[src/rtl/fetch_pkg.sv]
// Shared types and constants for the instruction fetch stage.
package fetch_pkg;

   // Fetch controller states
   typedef enum logic [2:0] {
      IDLE  = 3'd0,
      REQ   = 3'd1,
      WAIT  = 3'd2,
      HOLD  = 3'd3,
      DRAIN = 3'd4,
      FAULT = 3'd5
   } fetch_state_e;

   // Decoder word with every enable/write output deasserted
   localparam logic [15:0] INST_NOP = 16'h0000;

endpackage

[src/rtl/instruction_fetch_if.sv]
// Instruction memory request/response channel between fetch (master) and imem (slave).
interface instruction_fetch_if #(
   parameter int INST_W   = 16,
   parameter int I_ADDR_W = 12
);
   logic                imem_req_valid;
   logic                imem_req_ready;
   logic [I_ADDR_W-1:0] imem_req_addr;
   logic                imem_rsp_valid;
   logic [INST_W-1:0]   imem_rsp_data;
   logic                imem_rsp_error;

   modport master (
      output imem_req_valid, imem_req_addr,
      input  imem_req_ready, imem_rsp_valid, imem_rsp_data, imem_rsp_error
   );

   modport slave (
      input  imem_req_valid, imem_req_addr,
      output imem_req_ready, imem_rsp_valid, imem_rsp_data, imem_rsp_error
   );
endinterface

[src/rtl/instruction_fetch.sv]
// Fetch stage: issues pc to imem, holds one returned word for the decoder,
// discards stale responses after a flush and latches a sticky bus-error fault.
module instruction_fetch
   import fetch_pkg::*;
#(
   parameter int INST_W   = 16,
   parameter int I_ADDR_W = 12
) (
   input  logic                clk,
   input  logic                rst_n,
   input  logic [I_ADDR_W-1:0] pc,
   input  logic                advance,
   input  logic                flush,
   instruction_fetch_if.master imem,
   output logic [INST_W-1:0]   instruction,
   output logic                instruction_valid,
   output logic [I_ADDR_W-1:0] fetch_addr,
   output logic                fetch_fault
);

   localparam logic [2:0] S_IDLE  = 3'(IDLE);
   localparam logic [2:0] S_REQ   = 3'(REQ);
   localparam logic [2:0] S_WAIT  = 3'(WAIT);
   localparam logic [2:0] S_HOLD  = 3'(HOLD);
   localparam logic [2:0] S_DRAIN = 3'(DRAIN);
   localparam logic [2:0] S_FAULT = 3'(FAULT);

   localparam logic [INST_W-1:0] NOP_W = INST_W'(INST_NOP);

   logic [2:0]          state_q, state_d;
   logic [INST_W-1:0]   instr_q, instr_d;
   logic                valid_q, valid_d;
   logic [I_ADDR_W-1:0] addr_q,  addr_d;
   logic                fault_q, fault_d;
   logic                req_valid;

   // Next-state and register updates; instr_q is kept at NOP whenever no word is held
   always_comb begin
      state_d   = state_q;
      instr_d   = instr_q;
      valid_d   = valid_q;
      addr_d    = addr_q;
      fault_d   = fault_q;
      req_valid = 1'b0;
      case (state_q)
         S_IDLE: state_d = S_REQ;
         S_REQ: begin
            req_valid = 1'b1;
            if (imem.imem_req_ready) begin
               addr_d  = pc;
               // a flush on the accept cycle makes this request stale
               state_d = flush ? S_DRAIN : S_WAIT;
            end
         end
         S_WAIT: begin
            if (imem.imem_rsp_valid) begin
               if (imem.imem_rsp_error) begin
                  // error outranks a coincident flush
                  fault_d = 1'b1;
                  state_d = S_FAULT;
               end else if (flush) begin
                  state_d = S_REQ;
               end else begin
                  instr_d = imem.imem_rsp_data;
                  valid_d = 1'b1;
                  state_d = S_HOLD;
               end
            end else if (flush) begin
               state_d = S_DRAIN;
            end
         end
         S_HOLD: begin
            if (advance || flush) begin
               valid_d = 1'b0;
               instr_d = NOP_W;
               state_d = S_REQ;
            end
         end
         S_DRAIN: begin
            // the stale response is dropped, data and error alike
            if (imem.imem_rsp_valid) state_d = S_REQ;
         end
         S_FAULT: ;
         default: state_d = S_IDLE;
      endcase
   end

   // State and output registers
   always_ff @(posedge clk or negedge rst_n) begin
      if (!rst_n) begin
         state_q <= S_IDLE;
         instr_q <= NOP_W;
         valid_q <= 1'b0;
         addr_q  <= '0;
         fault_q <= 1'b0;
      end else begin
         state_q <= state_d;
         instr_q <= instr_d;
         valid_q <= valid_d;
         addr_q  <= addr_d;
         fault_q <= fault_d;
      end
   end

   assign imem.imem_req_valid = req_valid;
   assign imem.imem_req_addr  = pc;
   assign instruction         = instr_q;
   assign instruction_valid   = valid_q;
   assign fetch_addr          = addr_q;
   assign fetch_fault         = fault_q;

endmodule
[src/flat_wrapper.sv]
// flat-port wrapper written by rule: the top's interface ports become plain ports
module instruction_fetch_flat import fetch_pkg::*;
#(
   parameter int INST_W   = 16,
   parameter int I_ADDR_W = 12
)
  (clk, rst_n, pc, advance, flush, instruction, instruction_valid, fetch_addr, fetch_fault, imem_imem_req_valid, imem_imem_req_addr, imem_imem_req_ready, imem_imem_rsp_valid, imem_imem_rsp_data, imem_imem_rsp_error);
  instruction_fetch_if #(.INST_W(INST_W), .I_ADDR_W(I_ADDR_W)) imem_i ();
  input  logic clk;
  input  logic rst_n;
  input  logic [I_ADDR_W-1:0] pc;
  input  logic advance;
  input  logic flush;
  output logic [INST_W-1:0] instruction;
  output logic instruction_valid;
  output logic [I_ADDR_W-1:0] fetch_addr;
  output logic fetch_fault;
  output wire logic [$bits(imem_i.imem_req_valid)-1:0] imem_imem_req_valid;
  output wire logic [$bits(imem_i.imem_req_addr)-1:0] imem_imem_req_addr;
  input wire logic [$bits(imem_i.imem_req_ready)-1:0] imem_imem_req_ready;
  input wire logic [$bits(imem_i.imem_rsp_valid)-1:0] imem_imem_rsp_valid;
  input wire logic [$bits(imem_i.imem_rsp_data)-1:0] imem_imem_rsp_data;
  input wire logic [$bits(imem_i.imem_rsp_error)-1:0] imem_imem_rsp_error;
  assign imem_imem_req_valid = imem_i.imem_req_valid;
  assign imem_imem_req_addr = imem_i.imem_req_addr;
  assign imem_i.imem_req_ready = imem_imem_req_ready;
  assign imem_i.imem_rsp_valid = imem_imem_rsp_valid;
  assign imem_i.imem_rsp_data = imem_imem_rsp_data;
  assign imem_i.imem_rsp_error = imem_imem_rsp_error;
  instruction_fetch #(.INST_W(INST_W), .I_ADDR_W(I_ADDR_W)) u_core (.clk(clk), .rst_n(rst_n), .pc(pc), .advance(advance), .flush(flush), .imem(imem_i), .instruction(instruction), .instruction_valid(instruction_valid), .fetch_addr(fetch_addr), .fetch_fault(fetch_fault));
endmodule
[config.mk]
export PLATFORM = sky130hd
export DESIGN_NAME = instruction_fetch_flat
export DESIGN_NICKNAME = d
export VERILOG_FILES = /design/src/rtl/fetch_pkg.sv /design/src/rtl/instruction_fetch_if.sv /design/src/rtl/instruction_fetch.sv /design/src/flat_wrapper.sv
export SDC_FILE = /design/constraint.sdc
export NUM_CORES = 1
export LEC_CHECK = 0
export ABC_CLOCK_PERIOD_IN_PS = 1750
export CAP_MARGIN = 10
export CELL_PAD_IN_SITES_DETAIL_PLACEMENT = 1
export CELL_PAD_IN_SITES_GLOBAL_PLACEMENT = 1
export CORE_MARGIN = 2
export CORE_UTILIZATION = 30
export DETAILED_ROUTE_END_ITERATION = 16
export HOLD_SLACK_MARGIN = 0.12
export PLACE_DENSITY_LB_ADDON = 0.1
export SLEW_MARGIN = 20
export SYNTH_ARGS = -nofsm -noshare
export SYNTH_HDL_FRONTEND = slang
export SYNTH_SLANG_ARGS = --single-unit
[constraint.sdc]
create_clock -name clk -period 1.75 [get_ports clk]
set_input_delay 0.2625 -clock clk [delete_from_list [all_inputs] [get_ports clk]]
set_output_delay 0.2625 -clock clk [all_outputs]
set_load 0.05 [all_outputs]
==> run_1/registers.png <==
The bar under the picture is 20 um long. Other sequential cells in the stronger grey, the rest of the logic in the fainter grey.
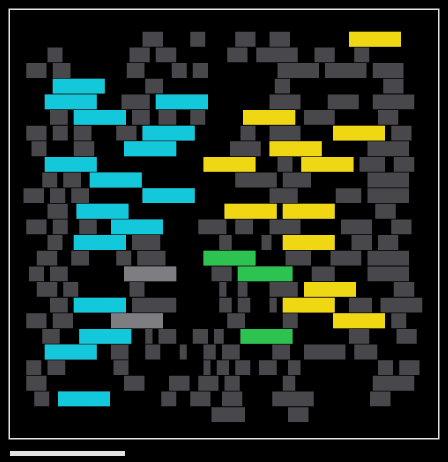
legend:
  yellow:
    signal: u_core.fetch_addr
    sequential_cells: 12
  cyan:
    signal: u_core.instruction
    sequential_cells: 16
  green:
    signal: u_core.state_q
    sequential_cells: 3
not coloured: 2
Seq power: 1.20 mW
Register Area: 827.0 sq um
fraction of area in registers: 34.21%
Final Core Density: 50.84%

==> run_1/metal_stack.png <==
Only two layers are drawn.
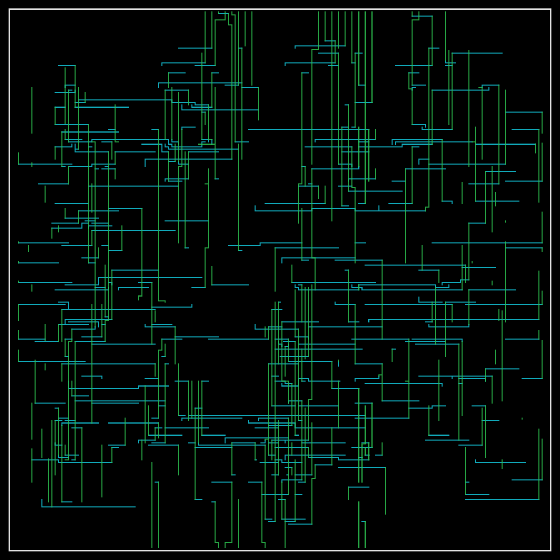
legend:
  cyan:
    layer: met1
    wire_length: 1480 um
  green:
    layer: met2
    wire_length: 1820 um
vias after detailed routing: 1120
WL/cell: 14.69 um
total routing resource utilization after global routing: 13.93%
wirelength, routed: 3584 um

==> run_1/final_clocks.png <==
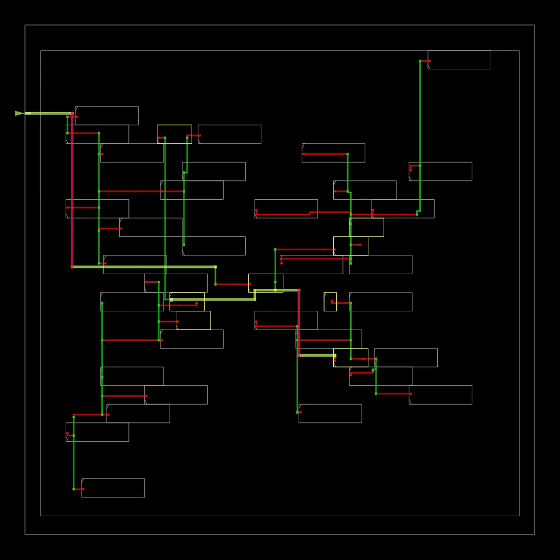
clock latency of the later-clocked register in the worst-skew pair: 280 ps
number of buffers created by CTS: 5
clock buffers: 7
TritonCTS sink count: 33

==> results.json, run 1 <==
{
  "status": "finished clean",
  "buffer_ports.inserted": 77,
  "die-area_sq_um": 5543,
  "critical_path_class": "register to primary output",
  "final-hold-violation-count": 0,
  "io_pins": 78,
  "post_dp_hpwl_um": 2800,
  "unrepaired_setup_endpoints_after_global_routing": "no",
  "vias_per_cell": 4.590,
  "maximum_number_of_pins_on_one_net_before_global_route_repair": 34,
  "total_power_mw": 4.042,
  "power_density_nw_per_um2": 1672,
  "area_delta_synth_final_pct": 62.35,
  "congestion_overflow_gr": 0,
  "dr.pass1.iters": 4,
  "htree_levels": 2,
  "slowest_stage": "sky130_fd_sc_hd__clkdlybuf4s50_1",
  "finalSetupViolCount": 0,
  "yosysMostFrequentCell": "sky130_fd_sc_hd__dfrtp_1",
  "final.fill_count": 510,
  "synth-cells-yosys": 105,
  "grt_first_pass_wirelength_um": 5768,
  "asyncSetResetFlopFracSynth_pct": 100.0,
  "synth_cells": 105,
  "ctsLongestPathBuffers": 2,
  "finish.instance_area_sq_um": 2417,
  "final_min_period_over_clock_period_pct": 96.59,
  "yosys-top-cells-count": "33 x sky130_fd_sc_hd__dfrtp_1, 17 x sky130_fd_sc_hd__a22o_1, 13 x sky130_fd_sc_hd__buf_4",
  "number_of_warnings_the_tools_reported": 26,
  "max_slew_margin_pct": 64.79,
  "die-height_um": 74.45,
  "avgSynthCellArea_sq_um": 14.18,
  "setup.worst_path.end_class": "primary output",
  "drive_gt1_share_pct": 36.72,
  "critical_path_peak_fanout": 2,
  "remaining_drc_errors": 0,
  "total_number_of_placement_rows": 25,
  "synthesis.nets": 140
}
==> run 1: stage by stage <==
stage               setup WS, ps  utilization (%)  cells  hold WS, ps
floorplan                  299.5                -    105       -33.09
global placement           155.8            48.53    236        441.8
detailed placement         80.01            48.53    236        465.3
CTS                        20.50            50.66    244        407.2
global route              0.6000            50.84    244        421.1
finish                     59.68            50.84    244        390.8
==> run 1: where the power goes <==
part           switching [mW]  internal (mW)
Clock                   0.261          0.355
Combinational            1.32          0.907
Sequential              0.176           1.02
==> run 1: cell families after synthesis <==
logic type	Yosys count	share of synthesized area [%]
AND-OR/OR-AND	28	16.22
buffers and inverters	20	10.92
flip-flops	33	55.46
multiplexers	12	11.34
AND/OR/NAND/NOR	12	6.051
==> run 1: layout make-up <==
type	instances	area share (%)
flip-flops and latches	33	34.21
clock buffers	7	3.986
well taps	67	3.468
inverters	3	0.4658
repair buffers	81	36.96
clock inverters	1	0.2070
multi-input cells	52	20.70
==> run 1: what timing repair did <==
item	4_1_cts	5_1_grt
setup buffers	0	0
endpoints found under the hold margin	0	0
resized	0	4
setup endpoints to repair	0	4
==> run 1: layer usage <==
metal / vias up / wire length (um) / GRT usage (%)
met5: - / 0 / 0
met4: 0 / 31 / 4.762
met3: 4 / 252 / 5.285
met2: 52 / 1815 / 23.40
met1: 556 / 1484 / 16.39
li1: 508 / - / -
==> run 1: cell usage in the layout (no fill, tap or decap), types with 2 or more instances in the layout <==
| master | n |
|---|---|
| sky130_fd_sc_hd__a21o_1 | 2 |
| sky130_fd_sc_hd__a22o_1 | 17 |
| sky130_fd_sc_hd__a31oi_1 | 2 |
| sky130_fd_sc_hd__buf_12 | 14 |
| sky130_fd_sc_hd__buf_4 | 26 |
| sky130_fd_sc_hd__clkbuf_8 | 7 |
| sky130_fd_sc_hd__clkdlybuf4s50_1 | 38 |
| sky130_fd_sc_hd__dfrtp_1 | 32 |
| sky130_fd_sc_hd__dlymetal6s2s_1 | 3 |
| sky130_fd_sc_hd__inv_1 | 3 |
| sky130_fd_sc_hd__mux2_2 | 3 |
| sky130_fd_sc_hd__mux2_4 | 9 |
| sky130_fd_sc_hd__nand2b_1 | 2 |
==> run 1: path summary, 6_finish.rpt <==
check | from | end | slack [ps]
hold reg to reg | u_core.fetch_fault | u_core.fetch_fault | 470
min in group clk | u_core.fetch_fault | u_core.fetch_fault | 470
setup reg to reg | u_core.state_q[2] | u_core.fetch_addr[1] | 320
hold / removal | rst_n | u_core.fetch_addr[9] | 390
max in group asynchronous | rst_n | u_core.state_q[0] | 1040
setup / recovery | u_core.fetch_addr[2] | fetch_addr[2] | 60
==> run 1: flip-flops by register name (all words and copies together), names as in the netlist <==
signal / cells
u_core.fetch_fault: 1
u_core.instruction_valid: 1
u_core.fetch_addr: 12
u_core.state_q: 3
u_core.instruction: 16
==> inputs of run 2 (changes only) <==
--- a/config.mk
+++ b/config.mk
@@ -13,7 +13,7 @@
 export CORE_UTILIZATION = 30
 export DETAILED_ROUTE_END_ITERATION = 16
 export HOLD_SLACK_MARGIN = 0.12
-export PLACE_DENSITY_LB_ADDON = 0.1
+export PLACE_DENSITY_LB_ADDON = 0.05
 export SLEW_MARGIN = 20
 export SYNTH_ARGS = -nofsm -noshare
 export SYNTH_HDL_FRONTEND = slang
==> run_2/metal_stack.png <==
Only two layers are drawn.
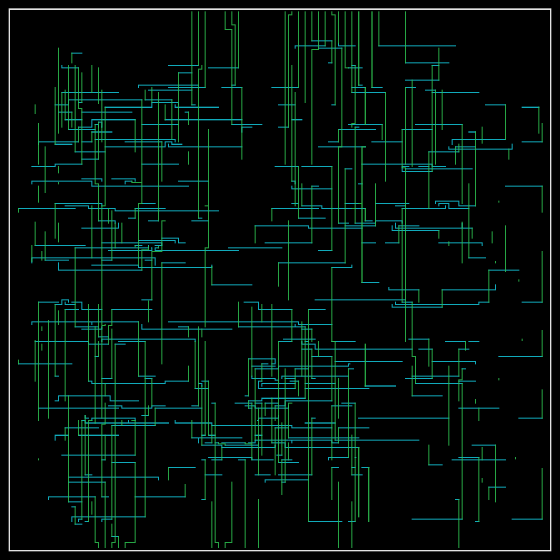
legend:
  green:
    layer: met2
    wire_length: 1860 um
  cyan:
    layer: met1
    wire_length: 1490 um
WL/cell: 14.93 um
total routing resource utilization after global routing: 13.69%
wirelength, routed: 3643 um
vias after detailed routing: 1112

==> run 2 against run 1 <==
  * First-iteration DRC count is 33% higher
  * Via count is 0.71% lower
  * Cell area is 1.4% lower
  * Core utilization is 0.74 points lower
  * Sequential cell count stayed put
  * Power is 2.3% lower
  * Sequential power hardly changed
  * Wire length is 1.6% higher
  * Setup slack better by 1.4 ps
  * Die area stayed put
  * Highest routed layer unchanged
  * Clock skew is 5.1 ps lower
==> results.json, run 2 <==
{
  "status": "finished clean",
  "post_dp_hpwl_um": 2787,
  "die-height_um": 74.45,
  "final-hold-violation-count": 0,
  "slowest_stage": "sky130_fd_sc_hd__clkdlybuf4s50_1",
  "largest_register_ff_count": 16,
  "io_pins": 78,
  "layout_setup_ws_ps": 61.08,
  "setup.worst_path.end_class": "primary output",
  "synth.cellmix.simpleShare_pct": 6.050,
  "remaining_drc_errors": 0,
  "congestion_overflow_gr": 0,
  "postCtsSetupBuffers": 0,
  "total_power_mw": 3.951,
  "ctsLongestPathBuffers": 2,
  "max_slew_margin_pct": 66.80,
  "synth-cells-yosys": 105,
  "unrepaired_setup_endpoints_after_global_routing": "no",
  "clkLatencyLatePin_ps": 270,
  "maximum_number_of_pins_on_one_net_before_global_route_repair": 34,
  "dp_worst_setup_slack_ps": 74.12,
  "dr.pass1.iters": 4,
  "yosys-dominant-comb-family": "AND-OR/OR-AND gates",
  "drive_gt1_share_pct": 37.29,
  "power_density_nw_per_um2": 1658,
  "clock-sinks": 33,
  "synthesis.nets": 140,
  "area_delta_synth_final_pct": 60.00,
  "cts-buffers-inserted": 5,
  "buffer_ports.inserted": 77,
  "finalSetupViolCount": 0,
  "rr_endpoint": "u_core.fetch_addr[2]",
  "grt_first_pass_wirelength_um": 5754,
  "synthXorXnorAreaFrac_pct": 0,
  "critical_path_peak_fanout": 2,
  "yosys-top-cells-count": "33 x sky130_fd_sc_hd__dfrtp_1, 17 x sky130_fd_sc_hd__a22o_1, 13 x sky130_fd_sc_hd__buf_4"
}
==> run 2: cell types whose count changed in the layout (fill, tap and decap cells not counted), sizes merged <==
cell / change
clkbuf: -1
buf: +3
dlymetal6s2s: -3
clkinv: +1
==> run 2: stage by stage <==
stage / cell area [sq um] / hold slack (ps) / instances / util, %
5_1_grt: 2382 / 434.3 / 244 / 50.11
6_report: 2382 / 391.3 / 244 / 50.11
4_1_cts: 2382 / 403.9 / 244 / 50.11
2_1_floorplan: 1489 / -33.09 / 105 / -
3_5_place_dp: 2300 / 449.2 / 236 / 48.37
3_3_place_gp: 2300 / 440.9 / 236 / 48.37
==> run 2: kinds of logic after synthesis <==
family	after synthesis
flip-flops	33
buffers and inverters	20
AND/OR/NAND/NOR	12
multiplexers	12
AND-OR/OR-AND	28
==> run 2: final cells by class <==
type                    count  area (sq um)
fillers                   491          2372
repair buffers             81         878.3
flip-flops and latches     33         825.8
multi-input cells          52         500.5
well taps                  67         83.83
clock buffers               6         72.57
inverters                   3         11.26
clock inverters             2         10.01
==> run 2: how the worst max path moves through the flow <==
| stage | from | end | slack (ps) | cells after the start |
|---|---|---|---|---|
| floorplan | u_core.state_q[2] | u_core.fetch_addr[0] | 300 | 5 |
| global placement | flush | u_core.instruction[15] | 140 | 4 |
| detailed placement | flush | u_core.instruction[14] | 70 | 4 |
| CTS | u_core.fetch_addr[5] | fetch_addr[5] | 40 | 1 |
| global route | u_core.fetch_addr[2] | fetch_addr[2] | 1 | 1 |
| finish | u_core.fetch_addr[10] | fetch_addr[10] | 60 | 1 |
==> run 2: per-layer routing <==
| layer | vias to the layer above | wire, um | GRT usage (%) | part of all wire, % |
|---|---|---|---|---|
| met4 | 0 | 17 | 4.167 | 0.47 |
| met1 | 551 | 1489 | 17.28 | 41 |
| met2 | 49 | 1864 | 23.21 | 51 |
| li1 | 510 | - | - | - |
| met5 | - | 0 | 0 | 0 |
| met3 | 2 | 271 | 3.388 | 7.4 |
==> run 2: report_power, final <==
part	switching, mW	total (mW)	internal, mW	leakage, nW
clock	0.258	0.533	0.275	0.0450
combinational	1.31	2.21	0.897	0.661
sequential	0.187	1.21	1.02	0.426
total	1.76	3.95	2.20	1.13
No activity file was given, so power comes from the tool's default toggle rates.
